--- src/rtl/ball_split_engine_if.sv ---
// Split-engine bus: split requests and slot kills from hit detection, child writes
// and slot occupancy back toward the ball register file.
interface ball_split_engine_if #(
    parameter int NUM_SLOTS = 8,
    parameter int SPEED_W   = 11,
    parameter int LVL_W     = 2
);
    localparam int IDX_W = $clog2(NUM_SLOTS);

    logic                 split_req;
    logic [IDX_W-1:0]     split_idx;
    logic [SPEED_W-1:0]   split_xspeed;
    logic [SPEED_W-1:0]   split_yspeed;
    logic [LVL_W-1:0]     split_level;
    logic                 kill_req;
    logic [IDX_W-1:0]     kill_idx;

    logic                 ready;
    logic                 wr_en;
    logic [IDX_W-1:0]     wr_idx;
    logic [SPEED_W-1:0]   wr_xspeed;
    logic [SPEED_W-1:0]   wr_yspeed;
    logic [LVL_W-1:0]     wr_level;
    logic                 done;
    logic                 overflow;
    logic [NUM_SLOTS-1:0] alive_mask;

    modport master (
        output split_req, split_idx, split_xspeed, split_yspeed, split_level,
        output kill_req, kill_idx,
        input  ready, wr_en, wr_idx, wr_xspeed, wr_yspeed, wr_level,
        input  done, overflow, alive_mask
    );

    modport slave (
        input  split_req, split_idx, split_xspeed, split_yspeed, split_level,
        input  kill_req, kill_idx,
        output ready, wr_en, wr_idx, wr_xspeed, wr_yspeed, wr_level,
        output done, overflow, alive_mask
    );
endinterface

--- src/rtl/ball_split_engine.sv ---
// Ball split engine: frees the hit parent, writes up to two children over two cycles
// and tracks slot occupancy. Optional X speed boost under SPLIT_SPEED_BOOST_EN.
module ball_split_engine #(
    parameter int                   NUM_SLOTS = 8,
    parameter int                   SPEED_W   = 11,
    parameter int                   LVL_W     = 2,
    parameter int                   MAX_LEVEL = 3,
    parameter int                   X_BOOST   = 16,
    parameter int                   X_MAX     = 256,
    parameter logic [NUM_SLOTS-1:0] INIT_MASK = {{(NUM_SLOTS-1){1'b0}}, 1'b1}
) (
    input logic               clk,
    input logic               resetN,
    ball_split_engine_if.slave bus
);
    localparam int IDX_W = $clog2(NUM_SLOTS);
    localparam logic [SPEED_W-1:0] S_MIN = {1'b1, {(SPEED_W-1){1'b0}}};
    localparam logic [SPEED_W-1:0] S_MAX = {1'b0, {(SPEED_W-1){1'b1}}};

    if (NUM_SLOTS < 2 || X_BOOST < 0 || X_MAX < 0) begin : g_cfg_invalid
        $error("ball_split_engine: invalid parameter set");
    end

    typedef enum logic [1:0] {IDLE, WR1, WR2, KILL} state_t;

    typedef struct packed {
        logic [IDX_W-1:0]   idx;
        logic [SPEED_W-1:0] x;
        logic [SPEED_W-1:0] y;
        logic [LVL_W-1:0]   lvl;
    } split_t;

    // Negation that clamps the most-negative code to the largest positive one.
    function automatic logic [SPEED_W-1:0] sat_neg(input logic [SPEED_W-1:0] v);
        return (v == S_MIN) ? S_MAX : (~v + 1'b1);
    endfunction

    // -|Y|: negative values already point upward and are kept as-is.
    function automatic logic [SPEED_W-1:0] up_y(input logic [SPEED_W-1:0] v);
        return v[SPEED_W-1] ? v : sat_neg(v);
    endfunction

`ifdef SPLIT_SPEED_BOOST_EN
    localparam int S_MAX_I = 2 ** (SPEED_W - 1) - 1;
    localparam int LIM     = (X_MAX < S_MAX_I) ? X_MAX : S_MAX_I;

    function automatic logic [SPEED_W-1:0] boost_mag(input logic [SPEED_W-1:0] v);
        logic [SPEED_W+1:0] sum;
        sum = {2'b00, (v[SPEED_W-1] ? (~v + 1'b1) : v)} + (SPEED_W+2)'(X_BOOST);
        if (sum > (SPEED_W+2)'(LIM)) sum = (SPEED_W+2)'(LIM);
        return SPEED_W'(sum);
    endfunction

    function automatic logic [SPEED_W-1:0] child_x1(input logic [SPEED_W-1:0] v);
        return boost_mag(v);
    endfunction

    function automatic logic [SPEED_W-1:0] child_x2(input logic [SPEED_W-1:0] v);
        return ~boost_mag(v) + 1'b1;
    endfunction
`else
    function automatic logic [SPEED_W-1:0] child_x1(input logic [SPEED_W-1:0] v);
        return v;
    endfunction

    function automatic logic [SPEED_W-1:0] child_x2(input logic [SPEED_W-1:0] v);
        return sat_neg(v);
    endfunction
`endif

    state_t               state_q, state_d;
    split_t               par_q, par_d;
    logic [NUM_SLOTS-1:0] mask_q, mask_d;
    logic                 ready_q, ready_d;
    logic                 wr_en_q, wr_en_d;
    logic [IDX_W-1:0]     wr_idx_q, wr_idx_d;
    logic [SPEED_W-1:0]   wr_x_q, wr_x_d;
    logic [SPEED_W-1:0]   wr_y_q, wr_y_d;
    logic [LVL_W-1:0]     wr_lvl_q, wr_lvl_d;
    logic                 done_q, done_d;
    logic                 ovf_q, ovf_d;
    logic                 kill_blk;
    logic                 f_vld;
    logic [IDX_W-1:0]     f_idx;

    // Occupancy: kill first so a same-cycle set on the same slot wins.
    always_comb begin
        mask_d   = mask_q;
        kill_blk = (state_q == WR1 || state_q == WR2) && (bus.kill_idx == par_q.idx);
        if (bus.kill_req && !kill_blk) mask_d[bus.kill_idx] = 1'b0;
        case (state_q)
            IDLE:    if (bus.split_req) mask_d[bus.split_idx] = 1'b0;
            WR1:     mask_d[par_q.idx] = 1'b1;
            WR2:     if (wr_en_q) mask_d[wr_idx_q] = 1'b1;
            default: ;
        endcase
    end

    // Second-child slot is picked from the occupancy as it stands once WR1 commits.
    always_comb begin
        f_vld = 1'b0;
        f_idx = '0;
        for (int i = NUM_SLOTS - 1; i >= 0; i--) begin
            if (!mask_d[i]) begin
                f_vld = 1'b1;
                f_idx = IDX_W'(i);
            end
        end
    end

    // Outputs are computed one cycle ahead so they are valid during the driving state.
    always_comb begin
        state_d  = state_q;
        par_d    = par_q;
        wr_en_d  = 1'b0;
        wr_idx_d = wr_idx_q;
        wr_x_d   = wr_x_q;
        wr_y_d   = wr_y_q;
        wr_lvl_d = wr_lvl_q;
        done_d   = 1'b0;
        ovf_d    = 1'b0;
        case (state_q)
            IDLE: begin
                if (bus.split_req) begin
                    par_d = '{bus.split_idx, bus.split_xspeed, bus.split_yspeed, bus.split_level};
                    if (bus.split_level == LVL_W'(MAX_LEVEL)) begin
                        state_d = KILL;
                        done_d  = 1'b1;
                    end else begin
                        state_d  = WR1;
                        wr_en_d  = 1'b1;
                        wr_idx_d = bus.split_idx;
                        wr_x_d   = child_x1(bus.split_xspeed);
                        wr_y_d   = up_y(bus.split_yspeed);
                        wr_lvl_d = bus.split_level + 1'b1;
                    end
                end
            end
            WR1: begin
                state_d = WR2;
                done_d  = 1'b1;
                if (f_vld) begin
                    wr_en_d  = 1'b1;
                    wr_idx_d = f_idx;
                    wr_x_d   = child_x2(par_q.x);
                    wr_y_d   = up_y(par_q.y);
                    wr_lvl_d = par_q.lvl + 1'b1;
                end else begin
                    ovf_d = 1'b1;
                end
            end
            WR2:     state_d = IDLE;
            KILL:    state_d = IDLE;
            default: state_d = IDLE;
        endcase
        ready_d = (state_d == IDLE);
    end

    always_ff @(posedge clk or negedge resetN) begin
        if (!resetN) begin
            state_q  <= IDLE;
            par_q    <= '0;
            mask_q   <= INIT_MASK;
            ready_q  <= 1'b1;
            wr_en_q  <= 1'b0;
            wr_idx_q <= '0;
            wr_x_q   <= '0;
            wr_y_q   <= '0;
            wr_lvl_q <= '0;
            done_q   <= 1'b0;
            ovf_q    <= 1'b0;
        end else begin
            state_q  <= state_d;
            par_q    <= par_d;
            mask_q   <= mask_d;
            ready_q  <= ready_d;
            wr_en_q  <= wr_en_d;
            wr_idx_q <= wr_idx_d;
            wr_x_q   <= wr_x_d;
            wr_y_q   <= wr_y_d;
            wr_lvl_q <= wr_lvl_d;
            done_q   <= done_d;
            ovf_q    <= ovf_d;
        end
    end

    assign bus.ready      = ready_q;
    assign bus.wr_en      = wr_en_q;
    assign bus.wr_idx     = wr_idx_q;
    assign bus.wr_xspeed  = wr_x_q;
    assign bus.wr_yspeed  = wr_y_q;
    assign bus.wr_level   = wr_lvl_q;
    assign bus.done       = done_q;
    assign bus.overflow   = ovf_q;
    assign bus.alive_mask = mask_q;
endmodule

--- src/flat_wrapper.sv ---
// flat-port wrapper written by rule: the top's interface ports become plain ports
module ball_split_engine_flat 
#(
    parameter int                   NUM_SLOTS = 8,
    parameter int                   SPEED_W   = 11,
    parameter int                   LVL_W     = 2,
    parameter int                   MAX_LEVEL = 3,
    parameter int                   X_BOOST   = 16,
    parameter int                   X_MAX     = 256,
    parameter logic [NUM_SLOTS-1:0] INIT_MASK = {{(NUM_SLOTS-1){1'b0}}, 1'b1}
)
  (clk, resetN, bus_split_req, bus_split_idx, bus_split_xspeed, bus_split_yspeed, bus_split_level, bus_kill_req, bus_kill_idx, bus_ready, bus_wr_en, bus_wr_idx, bus_wr_xspeed, bus_wr_yspeed, bus_wr_level, bus_done, bus_overflow, bus_alive_mask);
  ball_split_engine_if #(.NUM_SLOTS(NUM_SLOTS), .SPEED_W(SPEED_W), .LVL_W(LVL_W)) bus_i ();
  input logic clk;
  input logic resetN;
  input wire logic [$bits(bus_i.split_req)-1:0] bus_split_req;
  input wire logic [$bits(bus_i.split_idx)-1:0] bus_split_idx;
  input wire logic [$bits(bus_i.split_xspeed)-1:0] bus_split_xspeed;
  input wire logic [$bits(bus_i.split_yspeed)-1:0] bus_split_yspeed;
  input wire logic [$bits(bus_i.split_level)-1:0] bus_split_level;
  input wire logic [$bits(bus_i.kill_req)-1:0] bus_kill_req;
  input wire logic [$bits(bus_i.kill_idx)-1:0] bus_kill_idx;
  output wire logic [$bits(bus_i.ready)-1:0] bus_ready;
  output wire logic [$bits(bus_i.wr_en)-1:0] bus_wr_en;
  output wire logic [$bits(bus_i.wr_idx)-1:0] bus_wr_idx;
  output wire logic [$bits(bus_i.wr_xspeed)-1:0] bus_wr_xspeed;
  output wire logic [$bits(bus_i.wr_yspeed)-1:0] bus_wr_yspeed;
  output wire logic [$bits(bus_i.wr_level)-1:0] bus_wr_level;
  output wire logic [$bits(bus_i.done)-1:0] bus_done;
  output wire logic [$bits(bus_i.overflow)-1:0] bus_overflow;
  output wire logic [$bits(bus_i.alive_mask)-1:0] bus_alive_mask;
  assign bus_i.split_req = bus_split_req;
  assign bus_i.split_idx = bus_split_idx;
  assign bus_i.split_xspeed = bus_split_xspeed;
  assign bus_i.split_yspeed = bus_split_yspeed;
  assign bus_i.split_level = bus_split_level;
  assign bus_i.kill_req = bus_kill_req;
  assign bus_i.kill_idx = bus_kill_idx;
  assign bus_ready = bus_i.ready;
  assign bus_wr_en = bus_i.wr_en;
  assign bus_wr_idx = bus_i.wr_idx;
  assign bus_wr_xspeed = bus_i.wr_xspeed;
  assign bus_wr_yspeed = bus_i.wr_yspeed;
  assign bus_wr_level = bus_i.wr_level;
  assign bus_done = bus_i.done;
  assign bus_overflow = bus_i.overflow;
  assign bus_alive_mask = bus_i.alive_mask;
  ball_split_engine #(.NUM_SLOTS(NUM_SLOTS), .SPEED_W(SPEED_W), .LVL_W(LVL_W), .MAX_LEVEL(MAX_LEVEL), .X_BOOST(X_BOOST), .X_MAX(X_MAX), .INIT_MASK(INIT_MASK)) u_core (.clk(clk), .resetN(resetN), .bus(bus_i));
endmodule
--- config.mk ---
export PLATFORM = sky130hd
export DESIGN_NAME = ball_split_engine_flat
export DESIGN_NICKNAME = d
export VERILOG_FILES = /design/src/rtl/ball_split_engine_if.sv /design/src/rtl/ball_split_engine.sv /design/src/flat_wrapper.sv
export SDC_FILE = /design/constraint.sdc
export NUM_CORES = 1
export LEC_CHECK = 0
export CAP_MARGIN = 25
export CORE_MARGIN = 3
export CORE_UTILIZATION = 35
export DETAILED_ROUTE_END_ITERATION = 16
export SETUP_SLACK_MARGIN = 0.5
export SLEW_MARGIN = 10
export SYNTH_ARGS = -nofsm -noshare
export SYNTH_HDL_FRONTEND = slang
export SYNTH_SLANG_ARGS = --single-unit
--- constraint.sdc ---
create_clock -name clk -period 4.9 [get_ports clk]
set_input_delay 0.98 -clock clk [delete_from_list [all_inputs] [get_ports clk]]
set_output_delay 0.98 -clock clk [all_outputs]
set_load 0.05 [all_outputs]
layer_met1.png
The bar under the picture is 20 µm long. Supply wires on this layer in grey.
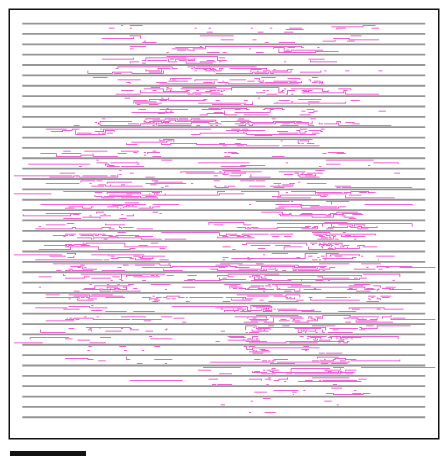
share of all routed wire = 46%
main direction = horizontal
nets with wire on the layer = 450
wire length on this layer = 4,490 µm
longest straight run = 35.4 µm
overall via count from detail_route: 3,151
global routing usage on met1: 20.6%
Total Routed Length: 9700 µm

==> results.txt <==
Implementation results. Initial standard-cell utilization of the core landed at between 30 and 40%. Final-layout fill cell count landed at ~1.1k. Antenna diode count landed at 0. Worst path required time landed at 5.11 ns. Number of DRC violations after detailed routing landed at 0. The total area inside the core boundary comes to 10,900 µm². The report puts the cell count of the worst reg-to-reg path at 8.

For this run, the top clock speed supported by timing is 261 MHz. By area the synthesized netlist is led by sky130_fd_sc_hd__dfrtp_1, sky130_fd_sc_hd__mux2_2, sky130_fd_sc_hd__xnor2_1. CTS placed an instance of sky130_fd_sc_hd__clkbuf_16 at the clock tree root. The floorplan step defined a die boundary enclosing 12,600 µm². Across the whole layout, storage elements account for 1700 µm². Count of boundary I/O pins landed at 73. The worst setup path is captured at a flip-flop. The startpoint identified for the worst hold timing path is u_core.bus.wr_yspeed[3]$_DFFE_PN0P_.

Once iteration 0 of detailed routing completed, the report listed 140 DRC markers. Number of warnings in the stage logs landed at 30. After detailed routing, the number of vias per cell comes to 5.17. Counting the warning lines in the Yosys log gives 0.

By startpoint and endpoint, the worst setup path is classified as in2reg. The finished layout holds 610 standard cells, fillers aside. Leftover overflow at the end of global routing landed at 0. Sorting the synthesis cell report by count puts at the top sky130_fd_sc_hd__dfrtp_1. According to the floorplan report, the die height is 112 µm.

The synthesized netlist devotes 6.19% of its cell area to XOR and XNOR gates. The flow ran to the end, and the final reports show no timing, DRC or antenna violations. Max-slew check failures listed in the final report amount to 0. Multi-input combinational cell area landed at 2040 µm².

The cell type that accounts for the most area after synthesis is sky130_fd_sc_hd__dfrtp_1. Cell total in the yosys stat output landed at 394. Final count of negative-setup-slack endpoints landed at 0. After synthesis, the largest area contributor takes up a little over two fifths of total cell area.

Initial antenna violation count landed at 0. Total power per unit cell area landed at roughly 750 nW/µm². Endpoint arrival time on the critical path landed at 4.04 ns. Total leakage power landed at between 2 and 2.5 nW. Post-route antenna net violation count landed at 0. For this run, the leading register cell type out of synthesis is sky130_fd_sc_hd__dfrtp_1.

Sorting the synthesized cells by how often they occur yields sky130_fd_sc_hd__dfrtp_1, sky130_fd_sc_hd__inv_1, sky130_fd_sc_hd__mux2_2, sky130_fd_sc_hd__nand2_1, sky130_fd_sc_hd__o21ai_0. Counting I/O delays and the setup requirement, the final critical path takes 3.83 ns. At floorplan, the net count of the design was reported as 436.

OpenSTA lists the critical path endpoint as u_core.bus.wr_yspeed[8]$_DFFE_PN0P_. Entering global routing, the biggest net connects 35 pins. Share of async-settable or async-resettable flops after synthesis landed at 100%. Per the timing report, the most critical flop-to-flop path originates at u_core.state_q[1]$_DFF_PN0_.

Post-synthesis to final-layout area growth landed at 29.9%. Detailed-router iteration count before antenna repair landed at 4. Per-cell routed wire length landed at 15.9 µm. Yosys shows that the main logic family after synthesis is multiplexers. The type recorded for the worst min-delay path is reg2reg. STA reports a reg2reg setup slack of about 1.3 ns.

Headroom to the max-slew limit came out at 41.1%. Multiplexer share of the synthesized area landed at 14.9%. The most common logic cell in the final layout is sky130_fd_sc_hd__clkdlybuf4s50_1.

Leaving out fill and tap cells, the most frequent cells in the layout are sky130_fd_sc_hd__clkdlybuf4s50_1, sky130_fd_sc_hd__dfrtp_1, sky130_fd_sc_hd__inv_1, sky130_fd_sc_hd__nand2_1, sky130_fd_sc_hd__mux2_2. CTS buffer count landed at 9. The worst setup path is launched from an input pin. Number of global-route vias before repair landed at 3,249.
congestion.png
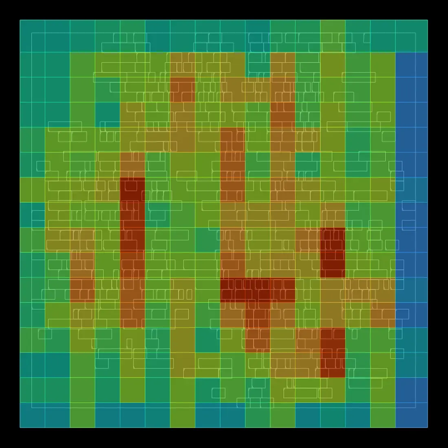
GR Layer Usage met2: 25.6%
Core Util, Final: 47.0%
Total GRT Usage: 15.8%

[cell type report]
class | instances | share of cell area, %
clock inverters | 5 | 1.95
flip-flops and latches | 68 | 33.1
clock buffers | 11 | 4.52
inverters | 37 | 2.70
multi-input cells | 273 | 39.6
repair buffers | 76 | 14.7
well taps | 140 | 3.40
[routing by layer]
metal / up-vias / routed length [µm] / share of wire (%) / global-route usage [%]
met5: - / 0 / 0 / 0
met4: 0 / 178 / 1.8 / 6.65
met3: 14 / 447 / 4.6 / 3.07
met2: 78 / 4580 / 47 / 25.6
met1: 1509 / 4490 / 46 / 20.6
li1: 1550 / - / - / -
[flip-flops by register name, summed over array words and instances (netlist names)]
register	flops
u_core.bus.alive_mask	8
u_core.bus.done	1
u_core.bus.overflow	1
u_core.bus.ready	1
u_core.bus.wr_en	1
u_core.bus.wr_idx	3
u_core.bus.wr_level	2
u_core.bus.wr_xspeed	11
u_core.bus.wr_yspeed	11
u_core.par_q	27
u_core.state_q	2
[power by group]
group          leakage (nW)  total, mW  internal (mW)  switching (mW)
Clock                 0.163      0.729          0.495           0.234
Combinational          1.18       2.06          0.847            1.21
Sequential            0.811       1.09          0.841           0.249
Total                  2.16       3.88           2.18            1.70
[critical path, delay by kind of cell]
kind	cells	cell delay [ns]
compound gates	3	1.18
simple gates	2	0.77
buf+inv	1	0.55
mux	1	0.40
xor+xnor	1	0.16
[metrics by stage]
step / utilization, % / area [µm²] / setup slack [ns] / hold slack [ns]
floorplan: - / 3960 / 1.60 / 0.479
global placement: 43.8 / 4790 / 0.774 / 0.491
detailed placement: 44.0 / 4810 / 0.705 / 0.497
CTS: 47.0 / 5140 / 1.04 / 0.510
global route: 47.0 / 5140 / 0.881 / 0.519
finish: 47.0 / 5140 / 1.07 / 0.503
Power and IR drop assume default switching activity.
